Figure 1. Wiring by layer.
The bar under the picture is 50 um long.
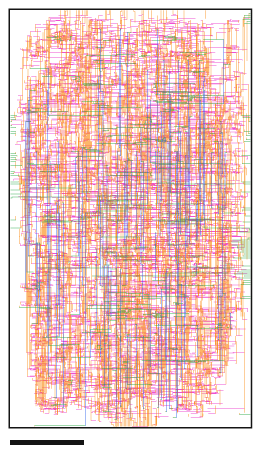
Figure 2. Wire density map.
The bar under the picture is 50 um long. 16 x 28 tiles, from dark blue (low) to red (high), scaled to the fullest tile. Values are wire area over tile area, all layers added.
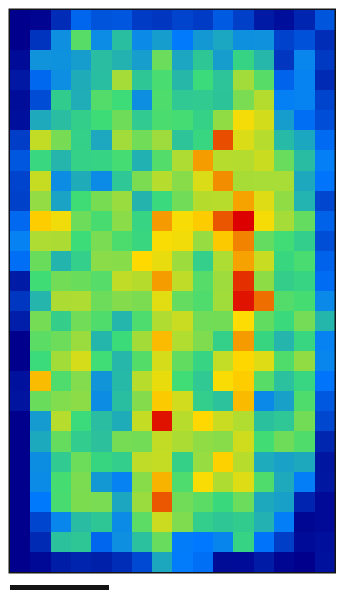
Figure 3. Register map, names as in the netlist.
The bar under the picture is 50 um long.
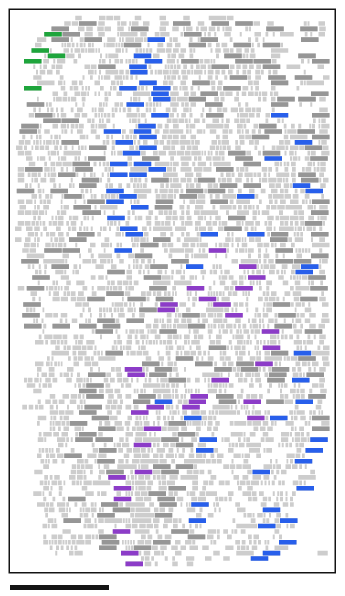
Design ex_muldiv, sky130hd; sources not shown.
==> ds_physical_params.txt <==
Physical design parameters

Parameter                              Value

Setup path
  WP data required .................. 3.64 ns
  Kind of critical path .................. reg -> out
  CP max FO .................. 5

Clocking
  TritonCTS clock tree .................. built
  Clock tree root buffer cell .................. sky130_fd_sc_hd__clkbuf_16
  Clock buffers created by TritonCTS .................. 34
  Count of H-tree levels built during CTS .................. 2
  Clk slew on worst S/H paths .................. 0.06 ns

Detailed routing
  Count of antenna-violating nets left after detailed routing .................. 0

Logic synthesis
  Cell area after technology mapping .................. 21300 sq um
  Most frequently used flop master after synthesis .................. sky130_fd_sc_hd__dfrtp_1
  Avg Cell Area, Syn .................. 8.11 sq um
  Post-synth area from yosys stat .................. 21300 sq um

Placement
  Placer's final routability congestion estimate .................. 0.916

Pwr
  Net switching component of the power .................. 7.28 mW
  Relative contribution of the clock network to total power .................. 0.161
  Sequential fraction of design power .................. 0.271
  Max rail drop VDD .................. 0.000376 V

Run status
  Run status .................. finished with violations
  Failing checks .................. setup timing

Final timing
  Period Utilization, post-route .................. 1.08
  Worst Slack Setup Final .................. -0.408 ns
  Max Clock Freq .................. 0.178 GHz
  Setup violation total in the final timing report .................. 16

Job
  Total of max-cap violations .................. 0

Global route
  Wire length of the first global-routing pass .................. 118 mm

Cells and area
  Antenna cells .................. 0
About Figure 1:
[M4] blue | wire length: 6960 um
[M2] orange | wire length: 37.3 mm
[M1] magenta | wire length: 29.1 mm
[M3] green | wire length: 3640 um
WL final: 77.0 mm
aggregate global-route resource usage: 0.331

About Figure 2:
nearly empty tiles: 3.8%
densest ninth of the die: center
fullest tile: 0.63
mean over tiles: 0.28
tiles over half the peak: 46%
count of vias placed by the detailed router: 20739
Wirelength per Cell: 22.6 um

About Figure 3:
[u_div_core.r_a_raw] purple | placed flops: 32
[r_prod] blue | placed flops: 64
[u_div_core.r_cnt] green | placed flops: 5 | where: north-west
final core occ: 0.592
Sequential Area: 7660 sq um
reported sequential group power: 4.32 mW

==> stage by stage <==
stage                     setup slack [ns]  TNS, ns  instances  hold WS (ns)   util
after floorplan                      0.468        0       2630         0.431      -
after global placement              -0.219    -1.00       3306         0.453  0.542
after detailed placement            -0.181    -1.50       3306         0.462  0.542
after CTS                           -0.399    -3.84       3385         0.477  0.584
after global routing                -0.526    -5.71       3405         0.491  0.592
final                               -0.408    -3.31       3405         0.473  0.592
==> worst max-delay path: stages, from the launching register on <==
cell and delay [ns]:
sky130_fd_sc_hd__dfrtp_1 0.37, sky130_fd_sc_hd__or4_4 0.54, sky130_fd_sc_hd__or4_4 0.44, sky130_fd_sc_hd__or4_4 0.50, sky130_fd_sc_hd__or4_4 0.55, sky130_fd_sc_hd__buf_6 0.15
sky130_fd_sc_hd__o41ai_4 0.24, sky130_fd_sc_hd__xnor2_1 0.17, sky130_fd_sc_hd__mux2i_1 0.11, sky130_fd_sc_hd__a211oi_1 0.24, sky130_fd_sc_hd__a21o_1 0.12, sky130_fd_sc_hd__buf_2 0.12
==> cells by family after synthesis <==
| group | after synthesis | synth area share |
|---|---|---|
| AND-OR/OR-AND | 783 | 0.221 |
| XOR/XNOR | 277 | 0.114 |
| adder cells (fa/ha/maj) | 80 | 0.0476 |
| buffers and inverters | 235 | 0.0422 |
| flip-flops | 306 | 0.359 |
| multiplexers | 46 | 0.0219 |
| AND/OR/NAND/NOR | 903 | 0.194 |
==> metal layers <==
| metal | vias up | GRT usage | share of wire |
|---|---|---|---|
| li1 | 9627 | - | - |
| met1 | 10093 | 0.385 | 0.38 |
| met2 | 783 | 0.562 | 0.48 |
| met3 | 236 | 0.0294 | 0.047 |
| met4 | 0 | 0.252 | 0.090 |
| met5 | - | 0 | 0 |
==> final cells by class <==
cell class                 count  area (sq um)
sequential                   306          7660
multi-input combinational   2089         13500
clock inverter                10           131
inverter                      68           255
fill                        3984         18000
tap                          572           716
timing repair buffer         310          2750
clock buffer                  50          1020
==> power groups by stage <==
stage,sequential [mW],combinational (mW),clock [mW]
after floorplan,4.00,5.51,0
after global routing,4.43,9.84,2.68
after CTS,4.27,8.76,2.60
after detailed placement,4.26,8.40,0
final,4.32,9.02,2.56
after global placement,4.22,8.28,0
==> placed cells by master (no fill, tap or decap), drive strengths merged, types with 42 or more instances in the layout <==
master / Yosys / final
dfrtp: 306 / 306
ha: 78 / 78
a21oi: 145 / 145
clkbuf: 148 / 55
nand2: 450 / 450
o22ai: 44 / 44
o31ai: 47 / 47
buf: 19 / 186
and2: 42 / 42
xnor2: 161 / 161
o21ai: 339 / 339
nor2: 160 / 160
clkdlybuf4s50: 0 / 92
inv: 68 / 69
xor2: 116 / 116
==> timing repair <==
action,4_1_cts,5_1_grt
endpoints found under the setup margin,44,46
buffers inserted,20,20
pin swaps,58,47
gates resized,219,61
Power figures rest on the tool's default switching activity, not on a simulated workload.
